### src/rtl/modexp_pkg.sv
// modexp_pkg: shared state encoding and width helpers for the modular exponentiation engine.
package modexp_pkg;
  typedef enum logic [1:0] {IDLE, REDUCE, STEP, DONE} state_t;
  localparam int W_DEF = 8;
  localparam int CNT_W = $clog2(W_DEF + 1);
  localparam int MUL_W = W_DEF + 2;
  function automatic int cnt_w(input int w);
    return $clog2(w + 1);
  endfunction
  function automatic int mul_w(input int w);
    return w + 2;
  endfunction
endpackage

### src/rtl/modexp_engine_modmul.sv
// modmul_serial: r = x*y mod m, interleaved shift-add over y from its MSB, one bit per cycle.
module modmul_serial import modexp_pkg::*; #(
  parameter int W = 8
) (
  input  logic         clk,
  input  logic         reset,
  input  logic         clear,
  input  logic         start,
  input  logic [W-1:0] x,
  input  logic [W-1:0] y,
  input  logic [W-1:0] m,
  output logic         done,
  output logic [W-1:0] r
);
  localparam int CW = cnt_w(W);
  localparam int MW = mul_w(W);
  logic [W-1:0] rr, xr, mr, ys, cur, xv, mv;
  logic [CW-1:0] cnt;
  logic [MW-1:0] t;
  logic yb;
  // the start edge already performs the first bit, so the whole product takes W edges
  always_comb begin
    cur = start ? '0 : rr;
    xv = start ? x : xr;
    mv = start ? m : mr;
    yb = start ? y[W-1] : ys[W-1];
    t = {1'b0, cur, 1'b0} + (yb ? MW'(xv) : '0);
    t = t >= MW'(mv) ? t - MW'(mv) : t;
    t = t >= MW'(mv) ? t - MW'(mv) : t;
  end
  always_ff @(posedge clk or negedge reset)
    if (!reset) {rr, xr, mr, ys, cnt, done} <= '0;
    else if (clear) {rr, xr, mr, ys, cnt, done} <= '0;
    else if (start) begin
      rr <= t[W-1:0];
      xr <= x;
      mr <= m;
      ys <= y << 1;
      cnt <= CW'(W - 1);
      done <= 1'b0;
    end else if (cnt != '0) begin
      rr <= t[W-1:0];
      ys <= ys << 1;
      cnt <= cnt - 1'b1;
      done <= cnt == CW'(1);
    end else done <= 1'b0;
  assign r = rr;
endmodule

### src/rtl/modexp_engine.sv
// modexp_engine: result = base^exp mod mod, LSB-first square-and-multiply with early termination,
// valid/ready on both sides and an error flag for a zero modulus.
module modexp_engine import modexp_pkg::*; #(
  parameter int W = 8,
  parameter int EXP_W = 8
) (
  input  logic             clk,
  input  logic             reset,
  input  logic             clear,
  input  logic             in_valid,
  output logic             in_ready,
  input  logic [W-1:0]     base,
  input  logic [EXP_W-1:0] exp,
  input  logic [W-1:0]     mod,
  output logic             out_valid,
  input  logic             out_ready,
  output logic [W-1:0]     result,
  output logic             err
);
  state_t state;
  logic go, adv, last, a_start, s_start, a_done, s_done;
  logic [W-1:0] b, m, acc, a_r, s_r, a_x, a_y, b_n, acc_n;
  logic [EXP_W-1:0] e;
  assign in_ready = state == IDLE;
  assign b_n = state == REDUCE ? a_r : s_r;
  assign acc_n = state == REDUCE ? (m == W'(1) ? '0 : W'(1)) : (e[0] ? a_r : acc);
  assign last = state == REDUCE ? e == '0 : (e >> 1) == '0;
  assign adv = a_done && (state == REDUCE || s_done);
  assign s_start = adv && !last;
  // mul_a first reduces the raw base (1*base), then serves as the acc*b multiplier
  assign a_start = (go && m != '0) || s_start;
  assign a_x = go ? W'(1) : acc_n;
  assign a_y = go ? b : b_n;
  always_ff @(posedge clk or negedge reset)
    if (!reset) begin
      state <= IDLE;
      {go, b, e, m, acc, out_valid, result, err} <= '0;
    end else if (clear) begin
      state <= IDLE;
      {go, b, e, m, acc, out_valid, result, err} <= '0;
    end else
      case (state)
        IDLE: if (in_valid) begin
          state <= REDUCE;
          go <= 1'b1;
          b <= base;
          e <= exp;
          m <= mod;
        end
        REDUCE, STEP: begin
          go <= 1'b0;
          if (m == '0) begin
            state <= DONE;
            out_valid <= 1'b1;
            err <= 1'b1;
            result <= '0;
          end else if (adv) begin
            b <= b_n;
            acc <= acc_n;
            if (state == STEP) e <= e >> 1;
            state <= last ? DONE : STEP;
            out_valid <= last;
            if (last) result <= acc_n;
          end
        end
        DONE: if (out_ready) begin
          state <= IDLE;
          out_valid <= 1'b0;
          err <= 1'b0;
        end
        default: state <= IDLE;
      endcase
  modmul_serial #(.W(W)) mul_a (
    .clk(clk), .reset(reset), .clear(clear), .start(a_start),
    .x(a_x), .y(a_y), .m(m), .done(a_done), .r(a_r)
  );
  modmul_serial #(.W(W)) mul_s (
    .clk(clk), .reset(reset), .clear(clear), .start(s_start),
    .x(b_n), .y(b_n), .m(m), .done(s_done), .r(s_r)
  );
endmodule

### config.mk
export PLATFORM = sky130hd
export DESIGN_NAME = modexp_engine
export DESIGN_NICKNAME = d
export VERILOG_FILES = /design/src/rtl/modexp_pkg.sv /design/src/rtl/modexp_engine_modmul.sv /design/src/rtl/modexp_engine.sv
export SDC_FILE = /design/constraint.sdc
export NUM_CORES = 1
export LEC_CHECK = 0
export ABC_AREA = 1
export CAP_MARGIN = 0
export CELL_PAD_IN_SITES_DETAIL_PLACEMENT = 1
export CELL_PAD_IN_SITES_GLOBAL_PLACEMENT = 1
export CORE_MARGIN = 8
export CORE_UTILIZATION = 45
export DETAILED_ROUTE_END_ITERATION = 7
export GPL_TIMING_DRIVEN = 0
export PLACE_DENSITY_LB_ADDON = 0.1
export SLEW_MARGIN = 30
export SYNTH_ARGS = -nofsm -noshare
export SYNTH_HDL_FRONTEND = slang
export SYNTH_SLANG_ARGS = --single-unit
### constraint.sdc
create_clock -name clk -period 7.6 [get_ports clk]
set_clock_uncertainty 0.15 [all_clocks]
set_input_delay 1.14 -clock clk [delete_from_list [all_inputs] [get_ports clk]]
set_output_delay 1.14 -clock clk [all_outputs]
set_load 0.03 [all_outputs]
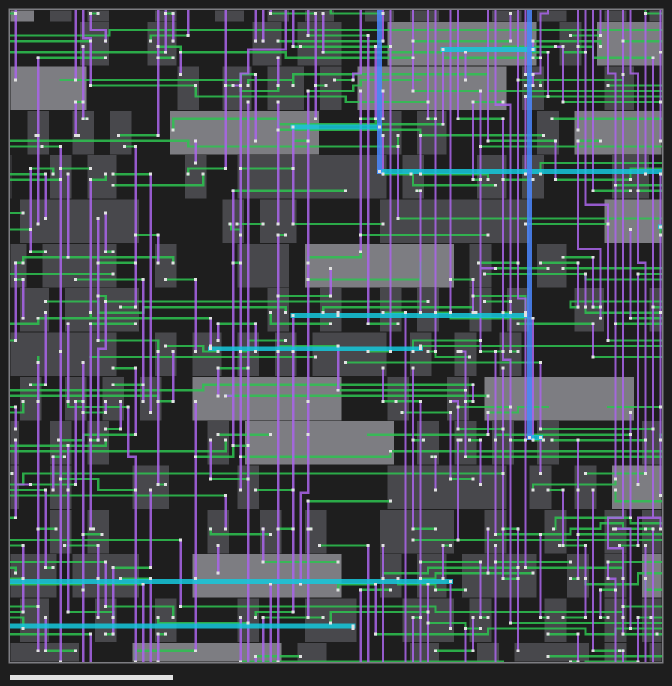
Fig. 1. Close-up of the layout.
Bar = 10 um. Window x 56 to 96, y 26 to 66 um. Cells in grey, sequential cells in the stronger grey; small squares are vias.
- green: metal 1
- purple: metal 2
- blue: metal 4
- cyan: metal 3
- cells with their middle in the window: 110
- netlist names of flops here include: `mul_a.r` (6)
- sequential cells in the window: 10
- most frequent: nand2_1 (35), inv_1 (21), dfrtp_1 (10)

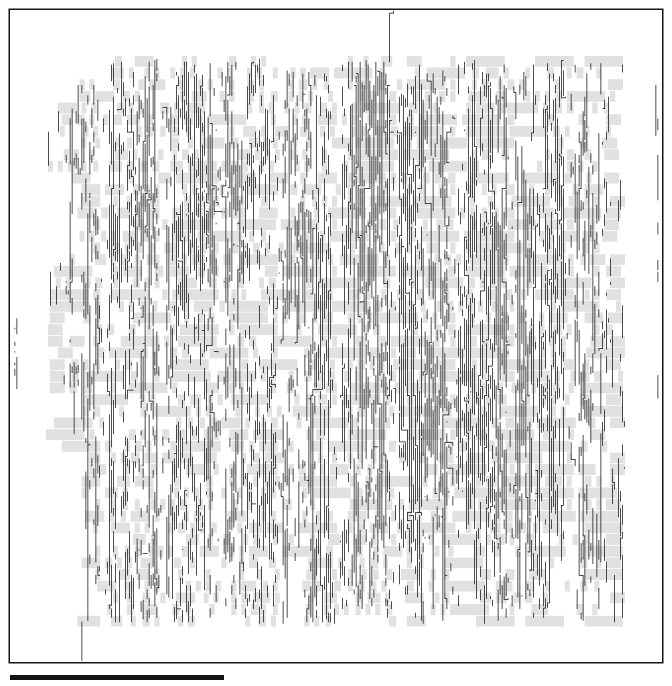
Fig. 2. M2 wires.
Bar = 50 um.
- share of all routed wire: 48%
- main direction: vertical
- nets with wire on the layer: 1149
- longest straight run: 58.5 um
- wire length on this layer: 12500 um
final WL: 26300 um
M2 GR Usage: 0.391

==> deck_impl_summary.md <==
Run Summary

Status
  • Status: finished, final reports clean

Floorplanning
  • Die area: 23100 sq um
  • Die Span Y: 152 um
  • Pre-Place Util: 0.461
  • # rows: 49
  • Boundary Pins: 40
  • Core Area: 18100 sq um

Final layout
  • Fraction of layout cells with a size suffix above 1: 0.0651
  • Fin util: 0.538
  • Flop share of the area: 0.301
  • Clkbuf count: 17
  • Largest class: multi-input combinational cells
  • Flop area: 2930 sq um
  • Final clock-cell share: 0.0644
  • MI comb cells: 869
  • Registers: 117
  • Commonest Layout Cell: nand2_1
  • Final non-filler cell total: 1489
  • Most numerous logic cells after layout: 326 x nand2_1, 164 x inv_1, 123 x nor2_1, 122 x o21ai_0, 117 x dfrtp_1
  • Final-layout non-clock buffer area share: 0.0616
  • # fillers: 2356

Placed design
  • Area post-placement: 9030 sq um
  • Cell Count Post-Placement: 1455
  • GPL Wtd Cong: 0.842
  • Pre-CTS WS: 0.0394 ns
  • IO buf count: 38
  • Post-DP HPWL: 19900 um

Clock tree
  • CTS Sinks: 117
  • TritonCTS buffer count: 17
  • Hold Buf Count CTS: 0
  • Root Buffer: clkbuf_16
  • Maximum root-to-sink buffer count: 2
  • CTS tree: yes
  • H-Tree Depth: 4
  • Post-CTS sizing: 1
  • Post-CTS Setup Inserts: 0
  • Late-Pin Clk Latency: 0.42 ns
  • Clock transition at path regs: 0.06 ns

Job
  • Number of max-cap violations: 0

GRT
  • Global route overflow: 0
  • Antenna violations before repair: 0
  • Met3 Use GR: 0.0377
  • Vias in the first global route: 8597
  • Total GRT Usage: 0.230
  • Pin count of the biggest net entering global routing: 62
  • Met1 Use GR: 0.300

Drt
  • Met2 WL: 12500 um
  • Met1 WL: 12500 um
  • Initial DRC Count: 554
  • Vias after detailed routing: 8055
  • DRC errors left: 0
  • Post-route ant nets: 0
  • Met3 routed WL: 852 um
  • Drt via density: 5.41

Yosys
  • Top-area cell type share of the netlist area: 0.352
  • Most frequent cells after synthesis: 327 x nand2_1, 164 x inv_1, 124 x nor2_1
  • Avg Synthesized Cell Area: 7.02 sq um
  • Post-synth cell types: 42
  • Multiplexer share: 0.00946
  • Largest cells by area: dfrtp_1 35%, nand2_1 15%, ha_1 8.1%, inv_1 7.4%, o21ai_0 7.4%
  • Ao+oa area frac: 0.139
  • Dominant cell type by area after synthesis: dfrtp_1
  • Floorplan net count: 1276
  • Simple share: 0.277
  • Cells after synthesis: 1187
  • Synth Seq Share: 0.352
  • EDFF count, synth: 0
  • Comb area leader: simple AND/OR/NAND/NOR gates
  • Ys Warns: 0

Worst setup path
  • Crit-path slowest cell: fa_1
  • Most frequent cell on the critical path: nand2_1
  • Worst-path maximum fanout: 10
  • WP data arrival: 7.33 ns
  • Crit path capture type: flip-flop
  • Max incr delay on CP: 0.44 ns
  • Data required, critical path: 7.75 ns

Timing
  • Endpoints failing hold: 0
  • TNS Setup: 0 ns
  • Slew @ Worst Pin: 0.804 ns
  • Fin. max-slew vios: 0
  • Endpoints failing setup: 0
  • Slew headroom: 0.464
  • Min cycle time layout: 7.18 ns

Worst hold path
  • Min-Delay Path Class: reg2reg
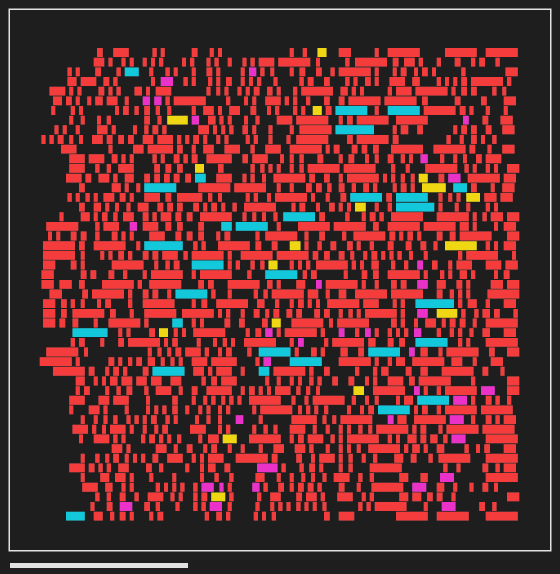
Fig. 3. Drive-strength map.
Bar = 50 um.
- yellow: _3 and _4 cells (cells 17; share 1.3%)
- cyan: _6 and larger (cells 29; share 2.3%)
- red: _0 and _1 cells (cells 1178; share 93%)
- magenta: _2 cells (cells 36; share 2.9%)
buffers outside the clock class: 77
Area Overhead vs Synth: 16.9%
setup ws final: 0.424 ns
Non-Filler Cell Area, Final: 9730 sq um

worst paths after layout:
| path | from | to | slack, ns | cells past startpoint |
|---|---|---|---|---|
| hold / removal | mul_s.ys[2] | mul_s.ys[2] | 0.33 | 2 |
| setup / recovery | state[1] | mul_s.r[7] | 0.42 | 39 |
| min in group asynchronous | reset | mul_a.mr[5] | 0.49 | 1 |
| setup reg to reg | state[1] | mul_s.r[7] | 0.42 | 39 |
| hold reg to reg | mul_s.ys[2] | mul_s.ys[2] | 0.33 | 2 |
| max in group asynchronous | reset | mul_s.ys[4] | 6.13 | 2 |
